==> config.mk <==
export PLATFORM = sky130hd
export DESIGN_NAME = mult_share_ctrl_flat
export DESIGN_NICKNAME = d
export VERILOG_FILES = /design/src/rtl/mult_share_ctrl_if.sv /design/src/rtl/mult_share_ctrl.sv /design/src/flat_wrapper.sv
export SDC_FILE = /design/constraint.sdc
export NUM_CORES = 1
export LEC_CHECK = 0
export CELL_PAD_IN_SITES_DETAIL_PLACEMENT = 0
export CELL_PAD_IN_SITES_GLOBAL_PLACEMENT = 1
export CORE_AREA = 4 4 124 126
export CTS_BUF_LIST = sky130_fd_sc_hd__clkbuf_4
export DETAILED_ROUTE_END_ITERATION = 10
export DIE_AREA = 0 0 128 130
export MAX_ROUTING_LAYER = met4
export PLACE_DENSITY = 0.91
export SKIP_CTS_REPAIR_TIMING = 1
export SLEW_MARGIN = 20
export SYNTH_ARGS = -nofsm -noshare
export SYNTH_HDL_FRONTEND = slang
export SYNTH_SLANG_ARGS = --single-unit
==> constraint.sdc <==
create_clock -name clk -period 4 [get_ports clk]
set_clock_uncertainty 0.05 [all_clocks]
set_input_delay 1.2 -clock clk [delete_from_list [all_inputs] [get_ports clk]]
set_output_delay 1.2 -clock clk [all_outputs]
set_load 0.01 [all_outputs]
==> src/rtl/mult_share_ctrl_if.sv <==
// Request, core and result channels of the shared multiplier scheduler.
// slave is the scheduler side; master is the requesters/core/consumer side.
interface mult_share_ctrl_if #(
    parameter int N   = 16,
    parameter int R   = 4,
    parameter int IDW = (R > 1) ? $clog2(R) : 1
);
    logic [R-1:0]   req_valid;
    logic [R*N-1:0] req_a;
    logic [R*N-1:0] req_b;
    logic [R-1:0]   req_ready;
    logic           m_start;
    logic [N-1:0]   m_a;
    logic [N-1:0]   m_b;
    logic           m_done;
    logic [2*N-1:0] m_p;
    logic           res_valid;
    logic           res_ready;
    logic [IDW-1:0] res_id;
    logic [2*N-1:0] res_p;
    logic           res_err;

    modport slave (
        input  req_valid, req_a, req_b, m_done, m_p, res_ready,
        output req_ready, m_start, m_a, m_b, res_valid, res_id, res_p,
               res_err
    );

    modport master (
        output req_valid, req_a, req_b, m_done, m_p, res_ready,
        input  req_ready, m_start, m_a, m_b, res_valid, res_id, res_p,
               res_err
    );
endinterface

==> src/rtl/mult_share_ctrl.sv <==
// Round-robin scheduler sharing one iterative multiplier core among
// R requesters, with a watchdog on the core's done flag.
module mult_share_ctrl #(
    parameter int N   = 16,
    parameter int R   = 4,
    parameter int TMO = N + 4
) (
    input logic              clk,
    input logic              rst,
    mult_share_ctrl_if.slave bus
);
    localparam int IDW = (R > 1) ? $clog2(R) : 1;
    localparam int WW  = (TMO > 1) ? $clog2(TMO) : 1;
    localparam logic [WW-1:0]  TLIM = WW'(TMO - 1);
    localparam logic [IDW-1:0] LAST = IDW'(R - 1);

    typedef enum logic [1:0] {IDLE, ISSUE, WAIT, RESP} state_t;

    state_t         state, nxt;
    logic [IDW-1:0] ptr;
    logic [IDW-1:0] id;
    logic [WW-1:0]  wcnt;
    logic [N-1:0]   a_q, b_q;
    logic [2*N-1:0] p_q;
    logic           err_q;
    logic [IDW-1:0] gnt;
    logic           found;
    logic           expire;

    // Scan downwards so the requester closest to ptr overwrites the rest.
    always_comb begin
        gnt   = '0;
        found = 1'b0;
        for (int k = R - 1; k >= 0; k--) begin
            if (bus.req_valid[(int'(ptr) + k) % R]) begin
                found = 1'b1;
                gnt   = IDW'((int'(ptr) + k) % R);
            end
        end
    end

    always_comb begin
        bus.req_ready = '0;
        if (state == IDLE && found && !rst)
            bus.req_ready[gnt] = 1'b1;
    end

    assign expire = (wcnt == TLIM);

    always_ff @(posedge clk or posedge rst) begin
        if (rst) state <= IDLE;
        else     state <= nxt;
    end

    always_comb begin
        nxt = state;
        unique case (state)
            IDLE:    if (found) nxt = ISSUE;
            ISSUE:   nxt = WAIT;
            WAIT:    if (bus.m_done || expire) nxt = RESP;
            RESP:    if (bus.res_ready) nxt = IDLE;
            default: nxt = IDLE;
        endcase
    end

    always_ff @(posedge clk or posedge rst) begin
        if (rst) begin
            ptr   <= '0;
            id    <= '0;
            wcnt  <= '0;
            a_q   <= '0;
            b_q   <= '0;
            p_q   <= '0;
            err_q <= 1'b0;
        end else begin
            unique case (state)
                IDLE: begin
                    if (found) begin
                        a_q <= bus.req_a[gnt*N +: N];
                        b_q <= bus.req_b[gnt*N +: N];
                        id  <= gnt;
                    end
                end
                ISSUE: wcnt <= '0;
                WAIT: begin
                    wcnt <= wcnt + 1'b1;
                    // A done in the expiry cycle still delivers the product.
                    if (bus.m_done) begin
                        p_q   <= bus.m_p;
                        err_q <= 1'b0;
                    end else if (expire) begin
                        p_q   <= '0;
                        err_q <= 1'b1;
                    end
                end
                RESP: begin
                    if (bus.res_ready)
                        ptr <= (id == LAST) ? '0 : id + 1'b1;
                end
                default: ;
            endcase
        end
    end

    assign bus.m_start   = (state == ISSUE);
    assign bus.m_a       = a_q;
    assign bus.m_b       = b_q;
    assign bus.res_valid = (state == RESP);
    assign bus.res_id    = id;
    assign bus.res_p     = p_q;
    assign bus.res_err   = err_q;
endmodule
==> src/flat_wrapper.sv <==
// flat-port wrapper written by rule: the top's interface ports become plain ports
module mult_share_ctrl_flat 
#(
    parameter int N   = 16,
    parameter int R   = 4,
    parameter int TMO = N + 4
)
  (clk, rst, bus_req_valid, bus_req_a, bus_req_b, bus_m_done, bus_m_p, bus_res_ready, bus_req_ready, bus_m_start, bus_m_a, bus_m_b, bus_res_valid, bus_res_id, bus_res_p, bus_res_err);
  mult_share_ctrl_if #(.N(N), .R(R)) bus_i ();
  input logic clk;
  input logic rst;
  input wire logic [$bits(bus_i.req_valid)-1:0] bus_req_valid;
  input wire logic [$bits(bus_i.req_a)-1:0] bus_req_a;
  input wire logic [$bits(bus_i.req_b)-1:0] bus_req_b;
  input wire logic [$bits(bus_i.m_done)-1:0] bus_m_done;
  input wire logic [$bits(bus_i.m_p)-1:0] bus_m_p;
  input wire logic [$bits(bus_i.res_ready)-1:0] bus_res_ready;
  output wire logic [$bits(bus_i.req_ready)-1:0] bus_req_ready;
  output wire logic [$bits(bus_i.m_start)-1:0] bus_m_start;
  output wire logic [$bits(bus_i.m_a)-1:0] bus_m_a;
  output wire logic [$bits(bus_i.m_b)-1:0] bus_m_b;
  output wire logic [$bits(bus_i.res_valid)-1:0] bus_res_valid;
  output wire logic [$bits(bus_i.res_id)-1:0] bus_res_id;
  output wire logic [$bits(bus_i.res_p)-1:0] bus_res_p;
  output wire logic [$bits(bus_i.res_err)-1:0] bus_res_err;
  assign bus_i.req_valid = bus_req_valid;
  assign bus_i.req_a = bus_req_a;
  assign bus_i.req_b = bus_req_b;
  assign bus_i.m_done = bus_m_done;
  assign bus_i.m_p = bus_m_p;
  assign bus_i.res_ready = bus_res_ready;
  assign bus_req_ready = bus_i.req_ready;
  assign bus_m_start = bus_i.m_start;
  assign bus_m_a = bus_i.m_a;
  assign bus_m_b = bus_i.m_b;
  assign bus_res_valid = bus_i.res_valid;
  assign bus_res_id = bus_i.res_id;
  assign bus_res_p = bus_i.res_p;
  assign bus_res_err = bus_i.res_err;
  mult_share_ctrl #(.N(N), .R(R), .TMO(TMO)) u_core (.clk(clk), .rst(rst), .bus(bus_i));
endmodule
**Run 1: placed cells, one color a class**

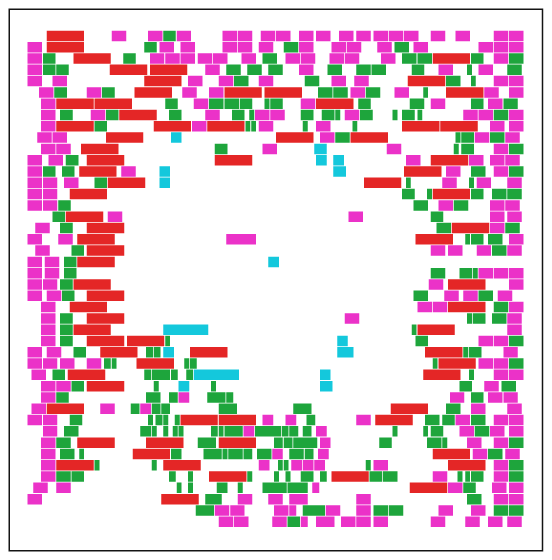
Green shows combinational and other logic, cells 231, share of their area 28%. Magenta shows other buffers and delay cells, cells 254, share of their area 39%. Red shows flops, cells 76, share of their area 30%. Cyan shows clock drivers and dummy loads, cells 16, share of their area 2.7%.

**Run 1: track usage over the die**

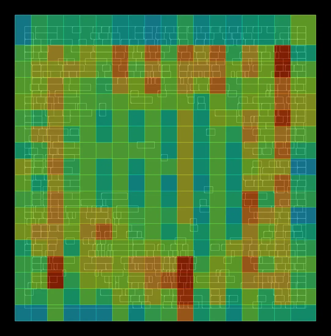
met2 Usage GRT: 25.2%
grt peak-use layer: met2

**Run 1: wiring by layer**

The bar under the picture is 50 um long.
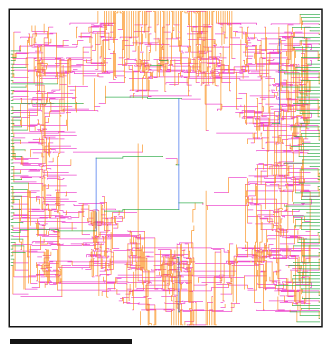
Green shows metal 3, wire length 1010 um. Blue shows metal 4, wire length 133 um. Magenta shows metal 1, wire length 5620 um. Orange shows metal 2, wire length 6200 um.

==> ci_impl_report.md, run 1 <==
### Flow metrics

| Metric | Value |
|---|---|
| Status | complete, but fails checks |
| Violated checks | negative setup slack |
| CORE AREA | 14300 um2 |
| Initial antenna violation count | 0 |
| Flip-flops with a built-in enable | 0 |
| CP Depth | 6 |
| Ports | 241 |
| Worst setup margin | -0.000536 ns |
| Clock-cell share | 2.60% |
| Final non-filler cell total | 761 |
| Critical path required time | 2.75 ns |
| Num rows | 44 |
| CP endpoint kind | primary output |
| Crit path to | bus_req_ready[1] |
| Syn Area/Cell | 11.3 um2 |
| Critical Setup Path Class | in -> out |
| Crit Reg-Reg Startpoint | u_core.ptr[0]$_DFFE_PP0P_ |
| Final Setup Violations | 1 |
| Sequential cell area share | 28.7% |
| Clock Path Buffers | 2 |
| Storage element area | 1900 um2 |
| Synth Cell Area | 3810 um2 |
| Worst reg2reg path depth | 6 |
| Cell internal pwr | 2.67 mW |
| # clk buffers | 9 |
| Routed vias/inst | 4.81 |
| Top cells by area | dfrtp_1, mux2i_1, a22o_1 |
| #FFs+latches synth | 76 |
| Post-route setup TNS | -0.000536 ns |
| Share of the synthesized area in the top cell type | 49.9% |
| Plain + repair buffers | 254 |
| Non-clock inverter total of the final layout | 10 |
| Clock Tree Root | clkbuf_4 |
| WHS Endpoint | u_core.bus.m_a[1]$_DFFE_PP0P_ |
| Dominant logic cell types in the final layout | clkdlybuf4s50_1, dfrtp_1, mux2i_1 |
| FILL cells | 1356 |
| Place WS | -0.438 ns |
| Placed Area | 6440 um2 |
| Power Clock | 0.566 mW |
| Crit start category | primary input |
| Fin Hold WS | 0.447 ns |
## run 1: layer usage
layer / vias to the layer above / global-route usage (%)
met3: 10 / 4.13
met5: - / -
met1: 1733 / 18.7
met2: 174 / 25.2
met4: 0 / 3.00
li1: 1743 / -
## run 1: logic make-up (layout without fill, tap and decap cells)
family / Yosys count / in the layout / share of synthesized area [%]
flip-flops: 76 / 76 / 49.9
adder cells (fa/ha/maj): 7 / 7 / 2.30
AND-OR/OR-AND: 85 / 85 / 18.5
multiplexers: 65 / 65 / 17.1
AND/OR/NAND/NOR: 64 / 64 / 7.42
buffers and inverters: 39 / 280 / 4.73
--- run 2 (diff from run 1) ---
==> constraint.sdc (replaced) <==
create_clock -name clk -period 4 [get_ports clk]
set_clock_uncertainty 0.05 [all_clocks]
set_input_delay 0.8 -clock clk [delete_from_list [all_inputs] [get_ports clk]]
set_output_delay 0.8 -clock clk [all_outputs]
set_load 0.01 [all_outputs]
**Run 2: signal metal coverage by tile**

The bar under the picture is 50 um long. 26 x 26 tiles, from dark blue (low) to red (high), scaled to the fullest tile. Values are wire area over tile area, all layers added.
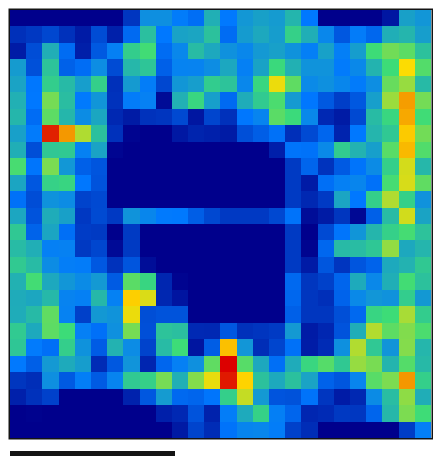
The densest ninth of the die: top right. The fullest tile reaches 0.51. 20% of the tiles are nearly empty. 11% of the tiles are over half the peak.
average wire per standard cell: 17.2 um
Tot GR Track Use: 15.3%
DRT Wirelength: 13000 um

==> run 2 against run 1 <==
  * The flow now finishes without violations
  * Via count is 0.19% lower
  * First-iteration DRC count is 13% higher
  * Clock power is 22% lower
  * Register-to-register slack worse by 0.08 ns
  * Hold slack better by 0.0042 ns
  * Power is 3.5% lower
  * Core utilization is 0.87 points lower
  * Synthesized cell count stayed put
  * Setup slack better by 0.28 ns
  * Combinational power hardly changed
  * Sequential share of layout area is 0.55 points higher
  * Highest routed layer unchanged
==> ci_impl_report.md, run 2 <==
### Flow metrics

| Metric | Value |
|---|---|
| Status | complete, no violations |
| Final non-filler cell total | 755 |
| Adder Share, Synth | 2.30% |
| Critical Setup Path Class | in -> out |
| Place WS | 0.337 ns |
| Flip-flops with a built-in enable | 0 |
| #FFs+latches synth | 76 |
| Synth Cell Area | 3810 um2 |
| CP endpoint kind | primary output |
| Num rows | 44 |
| Met2 wire length | 6120 um |
| Crit Reg-Reg Startpoint | u_core.ptr[0]$_DFFE_PP0P_ |
| Clock Path Buffers | 2 |
| Rel. slew slack | 33.0% |
| Initial antenna violation count | 0 |
| Worst reg2reg path depth | 6 |
| Placed Area | 6380 um2 |
| Dominant logic cell types in the final layout | clkdlybuf4s50_1, dfrtp_1, mux2i_1 |
| H-tree depth | 3 |
| Critical path required time | 3.15 ns |
| Worst setup margin | 0.281 ns |
| Xor+xnor area frac | 0% |
| Post-route setup TNS | 0 ns |
| Largest non-sequential cell family by area | AND-OR/OR-AND gates |
| Compound Share, Synth | 18.5% |
| Area fraction in mux cells | 17.1% |
| LEAKAGE | 2.85 nW |
| Crit path to | bus_req_ready[3] |
| Hpwl dp | 10000 um |
| Top cells by area | dfrtp_1, mux2i_1, a22o_1 |
| PortBufs | 240 |
| GR Util met1 | 18.8% |
| Share of the synthesized area in the top cell type | 49.9% |
| Met2 Usage GRT | 24.9% |
| Simple-Gate Fraction of Synth Area | 7.42% |
| Crit start category | primary input |
| Ports | 241 |
| Die height | 130 um |
| Grt peak-use layer | met2 |
| CTS clk-pin slew, worst paths | 0.12 ns |
| Final Util | 45.4% |
| CORE AREA | 14300 um2 |
| Routed vias/inst | 4.84 |
**Run 2: wiring by layer**

The bar under the picture is 50 um long.
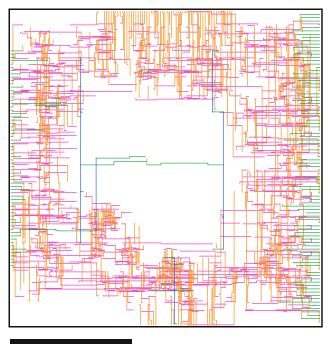
Magenta shows metal 1, wire length 5610 um. Orange shows metal 2, wire length 6120 um. Blue shows metal 4, wire length 215 um. Green shows metal 3, wire length 1080 um.

run 2: cell count changes in the layout (fill, tap and decap cells not counted), sizes merged, moves of 2 or more:
cell           delta
buf               -7
clkbuf            -2
bufinv            -2
dlymetal6s2s      -2
clkdlybuf4s50     +5
run 2: layout make-up:
type                       count  area [um2]
multi-input combinational    221        1750
inverter                      10        38.8
fill                        1377        7810
sequential                    76        1900
timing repair buffer         248        2460
tap                          184         230
clock buffer                   9        67.6
clock inverter                 7        57.6
run 2: where the power goes:
part           switching [mW]  internal [mW]  leakage (nW)
combinational            1.05           1.27          1.84
clock                   0.306          0.136        0.0648
sequential              0.223           1.12         0.949
total                    1.58           2.53          2.85
run 2: critical path, delay by kind of cell:
kind,cells,cell delay (ns)
simple gates,2,0.42
compound gates,2,0.48
buf+inv,2,1.17
--- run 3 (diff from run 2) ---
--- a/config.mk
+++ b/config.mk
@@ -5,14 +5,16 @@
 export SDC_FILE = /design/constraint.sdc
 export NUM_CORES = 1
 export LEC_CHECK = 0
+export ABC_AREA = 1
 export CELL_PAD_IN_SITES_DETAIL_PLACEMENT = 0
 export CELL_PAD_IN_SITES_GLOBAL_PLACEMENT = 1
-export CORE_AREA = 4 4 124 126
+export CORE_AREA = 4 4 130 132
 export CTS_BUF_LIST = sky130_fd_sc_hd__clkbuf_4
 export DETAILED_ROUTE_END_ITERATION = 10
-export DIE_AREA = 0 0 128 130
+export DIE_AREA = 0 0 134 136
+export GPL_ROUTABILITY_DRIVEN = 0
 export MAX_ROUTING_LAYER = met4
-export PLACE_DENSITY = 0.91
+export PLACE_DENSITY = 0.95
 export SKIP_CTS_REPAIR_TIMING = 1
 export SLEW_MARGIN = 20
 export SYNTH_ARGS = -nofsm -noshare
==> constraint.sdc (replaced) <==
create_clock -name clk -period 4.4 [get_ports clk]
set_clock_uncertainty 0.05 [all_clocks]
set_input_delay 0.88 -clock clk [delete_from_list [all_inputs] [get_ports clk]]
set_output_delay 0.88 -clock clk [all_outputs]
set_load 0.01 [all_outputs]
**Run 3: register map, names as in the netlist**

The bar under the picture is 50 um long. Other sequential cells in the stronger gray, the rest of the logic in the fainter gray.
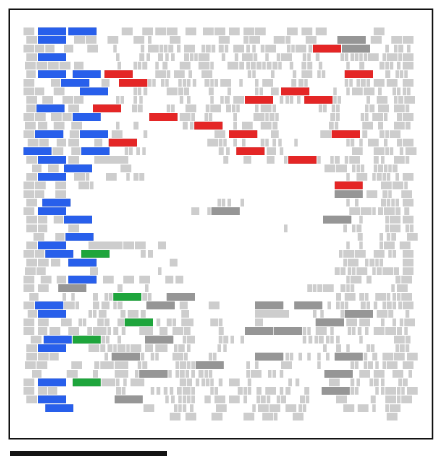
Green shows u_core.wcnt, sequential cells 5, where bottom left. Blue shows u_core.bus.res_p, sequential cells 32, where a vertical strip on the left. Red shows u_core.bus.m_b, sequential cells 16.
Another 23 sequential cells are not colored.
Final Util: 46.9%
sequential cell area share: 25.8%
storage element area: 1900 um2
Seq group: 1.25 mW

==> run 3 against run 2 <==
  * Setup slack better by 0.26 ns
  * Hold slack got worse by 0.0053 ns
  * Flip-flop count is the same
  * Synthesized cell count up 100%
  * Clock-buffer cell count did not move
  * Largest power group unchanged
==> ci_impl_report.md, run 3 <==
### Flow metrics

| Metric | Value |
|---|---|
| Status | complete, no violations |
| MI comb area | 2210 um2 |
| Initial antenna violation count | 1 |
| # clk buffers | 9 |
| Crit path to | bus_req_ready[2] |
| Crit Reg-Reg Startpoint | u_core.ptr[0]$_DFFE_PP0P_ |
| Share of the synthesized area in the top cell type | 40.8% |
| LEAKAGE | 3.78 nW |
| CP Depth | 11 |
| Top cells by area | dfrtp_1, nand2_1, nand3_1 |
| Ports | 241 |
| CP endpoint kind | primary output |
| Tot GR Track Use | 18.2% |
| WHS Endpoint | u_core.bus.m_b[1]$_DFFE_PP0P_ |
| Largest cell class by area | buffers |
| Critical Setup Path Class | in -> out |
| Place WS | 0.537 ns |
| Critical path required time | 3.47 ns |
| CTS clk-pin slew, worst paths | 0.14 ns |
| Registers | 76 |
| Post-route setup TNS | 0 ns |
| H-tree depth | 3 |
| Logic share of the area | 30.0% |
| Fin Hold WS | 0.446 ns |
**Run 3: signal metal coverage by tile**

The bar under the picture is 50 um long. 27 x 27 tiles, from dark blue (low) to red (high), scaled to the fullest tile. Values are wire area over tile area, all layers added.
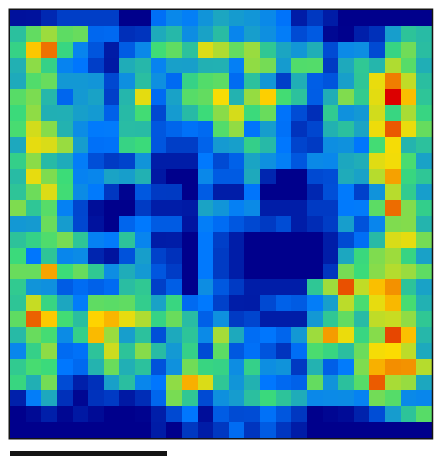
9.2% of the tiles are nearly empty. The fullest tile reaches 0.46. The mean over all tiles is 0.15.

-- run 3: per-layer routing --
| layer | vias up | GRT usage (%) | part of all wire, % |
|---|---|---|---|
| li1 | 2558 | - | - |
| met1 | 2308 | 22.0 | 43 |
| met2 | 219 | 28.7 | 45 |
| met3 | 17 | 7.44 | 10 |
| met4 | 0 | 4.34 | 1.1 |
| met5 | - | - | 0 |
-- run 3: logic make-up after synthesis --
family                     after synthesis  share of synthesized area [%]
DFF                                     76                           40.8
and+or+nand+nor                        420                           37.3
buffers and inverters                  126                           12.1
AOI/OAI and AO/OA                       48                           7.94
adders and majority gates                7                           1.88
-- run 3: where the power goes --
group / total [mW] / internal, mW / switching (mW)
clock: 0.568 / 0.292 / 0.276
sequential: 1.25 / 1.03 / 0.221
combinational: 3.49 / 1.46 / 2.03
No activity file was given, so power comes from the tool's default toggle rates.
